[config.mk]
export PLATFORM = sky130hd
export DESIGN_NAME = spi_pwm_regfile
export DESIGN_NICKNAME = d
export VERILOG_FILES = /design/src/rtl/spi_pwm_regfile_pkg.sv /design/src/rtl/spi_pwm_shadow_reg.sv /design/src/rtl/spi_pwm_regfile.sv
export SDC_FILE = /design/constraint.sdc
export NUM_CORES = 1
export LEC_CHECK = 0
export CORE_MARGIN = 5
export CORE_UTILIZATION = 45
export CTS_CLUSTER_SIZE = 8
export DETAILED_ROUTE_END_ITERATION = 6
export PLACE_DENSITY = 0.67
export SLEW_MARGIN = 30
export SYNTH_ARGS = -nofsm -noshare
export SYNTH_HDL_FRONTEND = slang
export SYNTH_SLANG_ARGS = --single-unit
[constraint.sdc]
create_clock -name i_Clk -period 2.9 [get_ports i_Clk]
set_input_delay 0.87 -clock i_Clk [delete_from_list [all_inputs] [get_ports i_Clk]]
set_output_delay 0.87 -clock i_Clk [all_outputs]
set_load 0.005 [all_outputs]
[src/rtl/spi_pwm_regfile_pkg.sv]
`default_nettype none
// ============================================================================
//  Module   : spi_pwm_regfile_pkg
//  Purpose  : Shared op codes, control indices, register map indices, FSM
//             state type and a lane-width helper for the SPI PWM register
//             file.
//  Revision : 1.0  initial release
// ============================================================================
package spi_pwm_regfile_pkg;

    // Command byte op field [7:6]
    localparam logic [1:0] OP_WRITE = 2'b00;
    localparam logic [1:0] OP_READ  = 2'b01;
    localparam logic [1:0] OP_CTRL  = 2'b10;
    localparam logic [1:0] OP_RSVD  = 2'b11;

    // CTRL command idx values
    localparam logic [5:0] CTRL_DISABLE = 6'd0;
    localparam logic [5:0] CTRL_ENABLE  = 6'd1;
    localparam logic [5:0] CTRL_COMMIT  = 6'd2;
    localparam logic [5:0] CTRL_CLR_ERR = 6'd3;

    // Register map
    localparam logic [5:0] IDX_CV       = 6'd0;
    localparam logic [5:0] IDX_PRESCALE = 6'd1;
    localparam logic [5:0] IDX_DC_BASE  = 6'd2;

    typedef enum logic [1:0] {
        ST_IDLE       = 2'd0,
        ST_WRITE      = 2'd1,
        ST_WR_DISCARD = 2'd2,
        ST_READ       = 2'd3
    } state_t;

    // Bits needed to address a byte lane; never less than 1 so single-byte
    // registers still get a legal vector.
    function automatic int lane_width(input int n_bytes);
        return (n_bytes > 1) ? $clog2(n_bytes) : 1;
    endfunction

endpackage
`default_nettype wire

[src/rtl/spi_pwm_shadow_reg.sv]
`default_nettype none
// ============================================================================
//  Module   : spi_pwm_shadow_reg
//  Purpose  : One shadow/active register pair. Bytes are written into the
//             shadow copy one lane at a time; commit copies the whole shadow
//             into the active copy in a single edge. The shadow is readable
//             one byte lane at a time.
//  Ports    : i_Clk, i_Rst_L (async, active-low)
//             i_wr_en / i_wr_lane / i_wr_byte : shadow byte-lane write
//             i_commit                       : shadow -> active
//             i_rd_lane / o_rd_byte          : shadow byte read mux
//             o_active                       : active register value
//  Revision : 1.0  initial release
// ============================================================================
module spi_pwm_shadow_reg
    import spi_pwm_regfile_pkg::*;
#(
    parameter  int REG_BYTES = 4,
    localparam int W         = 8 * REG_BYTES,
    localparam int LANE_W    = lane_width(REG_BYTES)
) (
    input  logic              i_Clk,
    input  logic              i_Rst_L,
    input  logic              i_wr_en,
    input  logic [LANE_W-1:0] i_wr_lane,
    input  logic [7:0]        i_wr_byte,
    input  logic              i_commit,
    input  logic [LANE_W-1:0] i_rd_lane,
    output logic [7:0]        o_rd_byte,
    output logic [W-1:0]      o_active
);

    logic [W-1:0] r_shadow;
    logic [W-1:0] r_active;

    always_ff @(posedge i_Clk or negedge i_Rst_L) begin
        if (!i_Rst_L) begin
            r_shadow <= '0;
            r_active <= '0;
        end else begin
            if (i_wr_en) begin
                r_shadow[{i_wr_lane, 3'b000} +: 8] <= i_wr_byte;
            end
            if (i_commit) begin
                r_active <= r_shadow;
            end
        end
    end

    assign o_rd_byte = r_shadow[{i_rd_lane, 3'b000} +: 8];
    assign o_active  = r_active;

endmodule
`default_nettype wire

[src/rtl/spi_pwm_regfile.sv]
`default_nettype none
// ============================================================================
//  Module   : spi_pwm_regfile
//  Purpose  : SPI-side register file for the PWM block. Decodes the byte
//             stream from the SPI slave into WRITE / READ / CTRL commands,
//             keeps shadow and active copies of counter, prescaler and
//             NUM_CH duty registers, and reports protocol errors.
//  Ports    : i_Clk, i_Rst_L (async, active-low)
//             o_RX_DV / o_RX_Byte : byte stream from SPI slave
//             i_TX_DV / i_TX_Byte : read-back byte load to SPI slave
//             counter_value, prescaler, duty_cycle : active registers
//             enable_pwm : PWM enable, o_err : sticky protocol error
//  Revision : 1.0  initial release
// ============================================================================
module spi_pwm_regfile
    import spi_pwm_regfile_pkg::*;
#(
    parameter  int NUM_CH    = 3,
    parameter  int REG_BYTES = 4,
    localparam int W         = 8 * REG_BYTES,
    localparam int NUM_REGS  = NUM_CH + 2,
    localparam int CNT_W     = lane_width(REG_BYTES)
) (
    input  logic                i_Clk,
    input  logic                i_Rst_L,
    input  logic                o_RX_DV,
    input  logic [7:0]          o_RX_Byte,
    output logic                i_TX_DV,
    output logic [7:0]          i_TX_Byte,
    output logic [W-1:0]        counter_value,
    output logic [W-1:0]        prescaler,
    output logic [NUM_CH*W-1:0] duty_cycle,
    output logic                enable_pwm,
    output logic                o_err
);

    localparam logic [CNT_W-1:0] c_LAST = CNT_W'(REG_BYTES - 1);

    state_t           r_state;
    logic [CNT_W-1:0] r_cnt;
    logic [5:0]       r_idx;
    logic             r_enable;
    logic             r_err;
    logic             r_tx_dv;
    logic [7:0]       r_tx_byte;

    logic [1:0]       w_op;
    logic [5:0]       w_cmd_idx;
    logic             w_cmd_idx_ok;
    logic             w_at_last;
    logic             w_commit;
    logic [5:0]       w_rd_idx;
    logic [CNT_W-1:0] w_rd_lane;
    logic [7:0]       w_rd_sel;
    logic [NUM_REGS-1:0] w_wr_en;
    logic [7:0]       w_rd_bytes [NUM_REGS];
    logic [W-1:0]     w_active   [NUM_REGS];

    assign w_op      = o_RX_Byte[7:6];
    assign w_cmd_idx = o_RX_Byte[5:0];
    // Compare with one extra bit so NUM_REGS = 64 does not wrap to zero.
    assign w_cmd_idx_ok = ({1'b0, w_cmd_idx} < 7'(NUM_REGS));
    assign w_at_last    = (r_cnt == c_LAST);
    assign w_commit     = (r_state == ST_IDLE) && o_RX_DV &&
                          (w_op == OP_CTRL) && (w_cmd_idx == CTRL_COMMIT);

    // In IDLE the only load is byte 0 of the register named by the incoming
    // READ command; inside READ the next lane after the current count.
    assign w_rd_idx  = (r_state == ST_IDLE) ? w_cmd_idx : r_idx;
    assign w_rd_lane = (r_state == ST_IDLE) ? '0 : (r_cnt + CNT_W'(1));

    // Unmapped indices read back as 0x00.
    always_comb begin
        w_rd_sel = 8'h00;
        for (int i = 0; i < NUM_REGS; i++) begin
            if (w_rd_idx == 6'(i)) begin
                w_rd_sel = w_rd_bytes[i];
            end
        end
    end

    for (genvar g = 0; g < NUM_REGS; g++) begin : g_reg
        assign w_wr_en[g] = (r_state == ST_WRITE) && o_RX_DV && (r_idx == 6'(g));

        spi_pwm_shadow_reg #(
            .REG_BYTES (REG_BYTES)
        ) u_reg (
            .i_Clk     (i_Clk),
            .i_Rst_L   (i_Rst_L),
            .i_wr_en   (w_wr_en[g]),
            .i_wr_lane (r_cnt),
            .i_wr_byte (o_RX_Byte),
            .i_commit  (w_commit),
            .i_rd_lane (w_rd_lane),
            .o_rd_byte (w_rd_bytes[g]),
            .o_active  (w_active[g])
        );
    end

    assign counter_value = w_active[int'(IDX_CV)];
    assign prescaler     = w_active[int'(IDX_PRESCALE)];

    for (genvar c = 0; c < NUM_CH; c++) begin : g_duty
        assign duty_cycle[c*W +: W] = w_active[c + int'(IDX_DC_BASE)];
    end

    always_ff @(posedge i_Clk or negedge i_Rst_L) begin
        if (!i_Rst_L) begin
            r_state   <= ST_IDLE;
            r_cnt     <= '0;
            r_idx     <= '0;
            r_enable  <= 1'b0;
            r_err     <= 1'b0;
            r_tx_dv   <= 1'b0;
            r_tx_byte <= 8'h00;
        end else begin
            r_tx_dv <= 1'b0;
            if (o_RX_DV) begin
                case (r_state)
                    ST_IDLE: begin
                        r_cnt <= '0;
                        case (w_op)
                            OP_WRITE: begin
                                r_idx <= w_cmd_idx;
                                if (w_cmd_idx_ok) begin
                                    r_state <= ST_WRITE;
                                end else begin
                                    r_err   <= 1'b1;
                                    r_state <= ST_WR_DISCARD;
                                end
                            end
                            OP_READ: begin
                                r_idx     <= w_cmd_idx;
                                r_state   <= ST_READ;
                                r_tx_dv   <= 1'b1;
                                r_tx_byte <= w_rd_sel;
                            end
                            OP_CTRL: begin
                                // Commit itself is the w_commit strobe into
                                // the register instances.
                                case (w_cmd_idx)
                                    CTRL_DISABLE: r_enable <= 1'b0;
                                    CTRL_ENABLE:  r_enable <= 1'b1;
                                    CTRL_COMMIT:  ;
                                    CTRL_CLR_ERR: r_err    <= 1'b0;
                                    default:      r_err    <= 1'b1;
                                endcase
                            end
                            default: r_err <= 1'b1;
                        endcase
                    end
                    ST_WRITE, ST_WR_DISCARD: begin
                        if (w_at_last) begin
                            r_state <= ST_IDLE;
                            r_cnt   <= '0;
                        end else begin
                            r_cnt <= r_cnt + CNT_W'(1);
                        end
                    end
                    ST_READ: begin
                        if (w_at_last) begin
                            r_state <= ST_IDLE;
                            r_cnt   <= '0;
                        end else begin
                            r_cnt     <= r_cnt + CNT_W'(1);
                            r_tx_dv   <= 1'b1;
                            r_tx_byte <= w_rd_sel;
                        end
                    end
                    default: begin
                        r_state <= ST_IDLE;
                        r_cnt   <= '0;
                    end
                endcase
            end
        end
    end

    assign i_TX_DV    = r_tx_dv;
    assign i_TX_Byte  = r_tx_byte;
    assign enable_pwm = r_enable;
    assign o_err      = r_err;

endmodule
`default_nettype wire

==> CHANGELOG.md, run 1 <==
### Metrics

- Post-Syn Area per Cell: 12.1 um^2
- Final HPWL DP: 32.0 mm
- Endpoints failing hold: 0
- Most instantiated logic cell after routing: dfrtp_1
- Power Density: 722 mW/mm^2
- Comb pwr share: 0.251
- Yosys chip area: 0.0148 mm^2
- Non-clk invs: 6
- Die Ht: 191 um
- Drc violations: 0
- Max incr delay on CP: 0.41 ns
- Logic area: 0.00571 mm^2
- Part of the cycle the worst path needs: 0.858
- Yosys adder share: 0.00678
- FF+latch count, synth: 341
- DRT antenna net count: 0
- LEAKAGE: 8.48 nW
- Area share of the largest cell type after synthesis: 0.578
- Clk slew on worst S/H paths: 0.05 ns
- Die W: 191 um
- Outcome: completed
- Mi-comb count: 798
- Flops: 341
- CP Capture Type: register
- Post_cts resized: 0
- CLK BUF: 50
- Largest net degree at the start of global routing: 71
- # Taps: 442
- Yosys cell types: 53
- Via/cell ratio: 5.65
- Placement-stage cell area: 0.0173 mm^2
- Main logic family after synthesis: multiplexers
- Clk sink count: 341
- Worst Hold Class: in -> async
- Worst-margin pin slew: 0.805 ns
- FMAX: 402 MHz
- XOR/XNOR Area Share: 0
- PortBufs: 181
- Worst vdd ir: 0.497 mV
- Setup_tns: 0 ns
- CTS tree: done
## run 1: power groups by stage
stage	Combinational [W]	Sequential, W	Clock, W
finish	0.00336	0.00523	0.00480
global route	0.00357	0.00524	0.00508
CTS	0.00328	0.00522	0.00488
detailed placement	0.00326	0.00530	0
global placement	0.00323	0.00529	0
floorplan	0.00205	0.00517	0
## run 1: worst paths after layout
path | start | end | depth (start not counted)
min reg2reg | g_reg[1].u_reg.o_active[24]$_DFFE_PN0P_ | g_reg[1].u_reg.o_active[24]$_DFFE_PN0P_ | 1
max reg2reg | r_state[0]$_DFFE_PN0P_ | i_TX_Byte[5]$_DFFE_PN0P_ | 7
min in group i_Clk | g_reg[1].u_reg.o_active[24]$_DFFE_PN0P_ | g_reg[1].u_reg.o_active[24]$_DFFE_PN0P_ | 1
min | i_Rst_L | g_reg[1].u_reg.o_active[22]$_DFFE_PN0P_ | 1
max in group asynchronous | i_Rst_L | g_reg[0].u_reg.o_active[30]$_DFFE_PN0P_ | 2
max | o_RX_Byte[5] | g_reg[1].u_reg.o_active[31]$_DFFE_PN0P_ | 8
## run 1: metal layers
layer / track usage / share of wire
met4: 0.0859 / 0.033
met5: 0 / 0
met1: 0.334 / 0.43
met3: 0.0467 / 0.066
met2: 0.383 / 0.47
## run 1: Yosys cell counts (all sizes together)
library cell and number:
dfrtp 341, nand2 196, mux2 175, o21ai 135
buf 54, a22o 40, a22oi 32, mux2i 32
clkbuf 21, nand3 19, nor2b 19, o22a 16
nor2 13, nor3b 13, a21oi 11, and2 10
nand3b 10, o211ai 10, a211oi 8, a221oi 8
a31oi 8, a41oi 8, ha 8, inv 6
nand2b 5, nor3 5, nor4 4, nand4b 2
or2 2, a21boi 1, a32o 1, and3 1
and4 1, nand4 1, o21bai 1, o22ai 1
o31ai 1, or4 1
Fig. 1: run 1, clock distribution
Scale bar: 50 um.
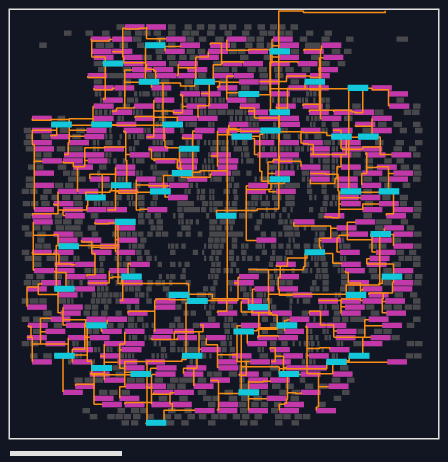
[clock drivers] cyan | count: 48
[clock wires] orange | length: 4260 um
[flip-flops] magenta | count: 341
routed clock nets: 49
flops lie: spread over the die
Clk pwr share: 0.359
post-route clock skew: 0.0182 ns
Clk Latency, worst-skew pair: 0.53 ns
P_clk: 0.00480 W

Fig. 2: run 1, wire density map
38 x 38 tiles, from dark blue (low) to red (high), scaled to the fullest tile. Values are wire area over tile area, all layers added.
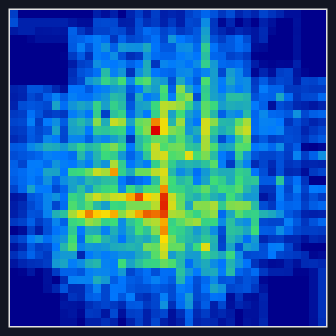
nearly empty tiles: 12%
fullest tile: 0.80
mean over tiles: 0.19
densest ninth of the die: centre
tiles over half the peak: 10%
final WL: 44.0 mm
wire per inst: 23.3 um
Total GRT Usage: 0.241
Vias: 10700

Fig. 3: run 1, cell classes on the final placement
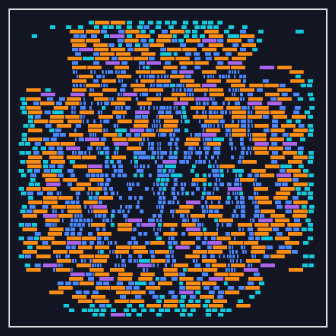
[combinational and other logic] blue | cells: 804 | share of their area: 32%
[flops] orange | cells: 341 | share of their area: 47%
[clock drivers and dummy loads] purple | cells: 51 | share of their area: 6.9%
[other buffers and delay cells] cyan | cells: 249 | share of their area: 14%
cell area after layout: 0.0186 mm^2
fin util: 0.572
core area: 0.0325 mm^2

Fig. 4: run 1, signal wires on met4
Cells faint in the background.
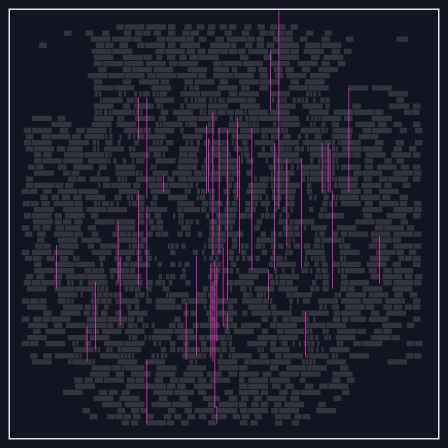

==> run 2: changes to the inputs <==
CTS_CLUSTER_DIAMETER = 50   (was unset)
Fig. 5: run 2, signal wires on met4
Cells faint in the background.
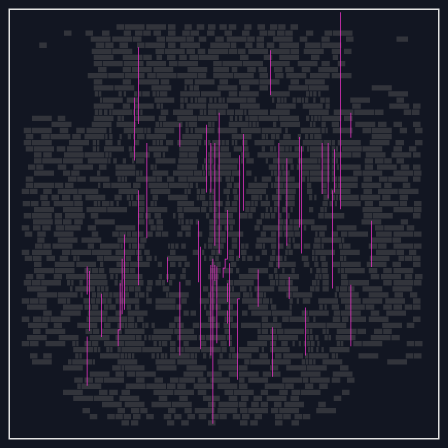
nets with wire on the layer: 33
longest straight run: 87.7 um
share of all routed wire: 3.4%
final WL: 44.1 mm
Vias: 10700

Fig. 6: run 2, clock routing
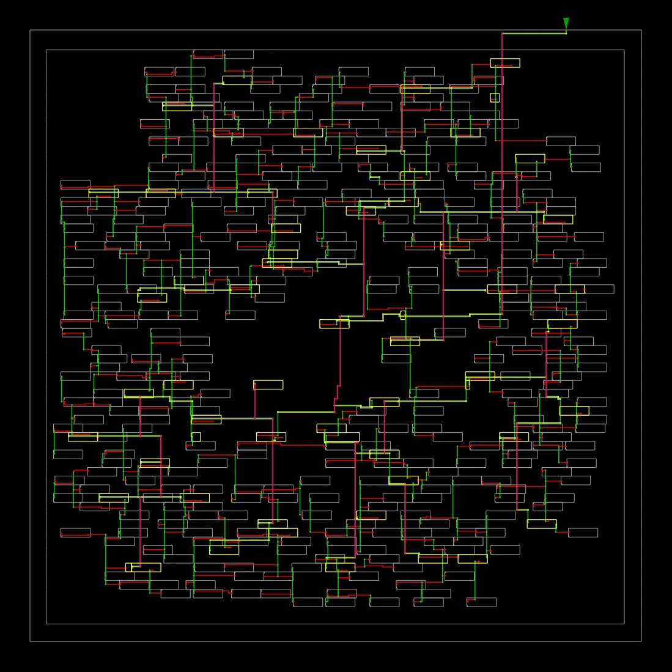
post-route clock skew: 0.0180 ns
P_clk: 0.00522 W
CTS buffer count: 50

==> run 2 against run 1 <==
Flip-flop count did not move; utilization rose by 0.46 points; routed wire length rose by 0.27%; largest cell class unchanged; register-to-register slack barely moved; first-iteration DRC count rose by 12%; cell count rose by 0.42%.
==> CHANGELOG.md, run 2 <==
### Metrics

- Outcome: completed
- Endpoints failing hold: 0
- Core area: 0.0325 mm^2
- DRT antenna net count: 0
- Final HPWL DP: 32.0 mm
- M1 GR Usage: 0.337
- Most instantiated logic cell after routing: dfrtp_1
- CP Capture Type: register
- Met2 Use GR: 0.382
- Drc violations: 0
- Clk sink count: 341
- Die Ht: 191 um
- Clk slew on worst S/H paths: 0.05 ns
- Yosys chip area: 0.0148 mm^2
- Reg2reg start: r_state[0]$_DFFE_PN0P_
- R2R Path End: i_TX_Byte[5]$_DFFE_PN0P_
- Post-Syn Area per Cell: 12.1 um^2
- Yosys cell types: 53
- FMAX: 402 MHz
- Met3 WL post-DR: 3.07 mm
- Die W: 191 um
- Worst-margin pin slew: 0.791 ns
- XOR/XNOR Area Share: 0
- GRT busiest layer: met2
- M3 GR Usage: 0.0451
- WP depth: 8
- Area share of the largest cell type after synthesis: 0.578
- Part of the cycle the worst path needs: 0.858
- Main logic family after synthesis: multiplexers
- Max incr delay on CP: 0.41 ns
- Worst Setup EP: g_reg[2].u_reg.o_active[18]$_DFFE_PN0P_
- Wire per inst: 23.3 um
- Clk Latency, worst-skew pair: 0.55 ns
- FF+latch count, synth: 341
- R2R depth: 7
- Fin util: 0.576
- Top sig layer: met4
- PortBufs: 181
Fig. 7: run 2, cell classes on the final placement
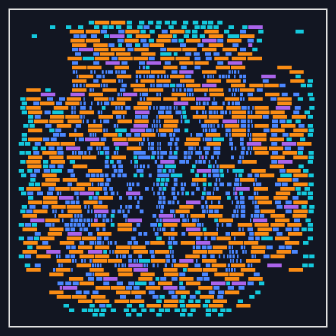
[combinational and other logic] blue | cells: 804 | share of their area: 32%
[clock drivers and dummy loads] purple | cells: 59 | share of their area: 7.6%
[flops] orange | cells: 341 | share of their area: 47%
[other buffers and delay cells] cyan | cells: 249 | share of their area: 14%
cell area after layout: 0.0187 mm^2
num rows: 66

run 2: netlist changes by cell type in the layout (fill, tap and decap cells not counted):
cell	change
bufinv_16	+1
clkbuf_1	+1
clkbuf_16	+4
clkinvlp_4	+2
run 2: worst min-delay path by stage:
stage	slack (ns)	cells after the start	startpoint	endpoint
after global placement	0.47	1	g_reg[1].u_reg.o_active[24]$_DFFE_PN0P_	g_reg[1].u_reg.o_active[24]$_DFFE_PN0P_
after global routing	0.30	1	i_Rst_L	g_reg[1].u_reg.o_active[19]$_DFFE_PN0P_
after floorplan	0.46	2	g_reg[4].u_reg.r_shadow[31]$_DFFE_PN0P_	g_reg[4].u_reg.r_shadow[31]$_DFFE_PN0P_
after detailed placement	0.47	1	g_reg[1].u_reg.o_active[24]$_DFFE_PN0P_	g_reg[1].u_reg.o_active[24]$_DFFE_PN0P_
final	0.28	1	i_Rst_L	g_reg[1].u_reg.o_active[22]$_DFFE_PN0P_
after CTS	0.29	1	i_Rst_L	g_reg[4].u_reg.o_active[25]$_DFFE_PN0P_
run 2: logic make-up after synthesis:
| logic type | Yosys count |
|---|---|
| compound gates | 281 |
| fa+ha+maj | 8 |
| mux | 207 |
| flops | 341 |
| simple gates | 302 |
| buf+inv | 81 |
run 2: final cells by class:
| cell class | count | area, um^2 | area share |
|---|---|---|---|
| clock inverter | 4 | 50.0 | 0.00268 |
| inverter | 6 | 22.5 | 0.00120 |
| sequential | 341 | 8530 | 0.456 |
| tap | 442 | 553 | 0.0296 |
| clock buffer | 55 | 1330 | 0.0713 |
| timing repair buffer | 249 | 2500 | 0.134 |
| multi-input combinational | 798 | 5710 | 0.305 |
run 2: report_power, final:
part           internal, W  switching (W)
Clock              0.00327        0.00195
Sequential         0.00497       0.000260
Combinational      0.00119        0.00216
Power is estimated from default activity; no workload was simulated.
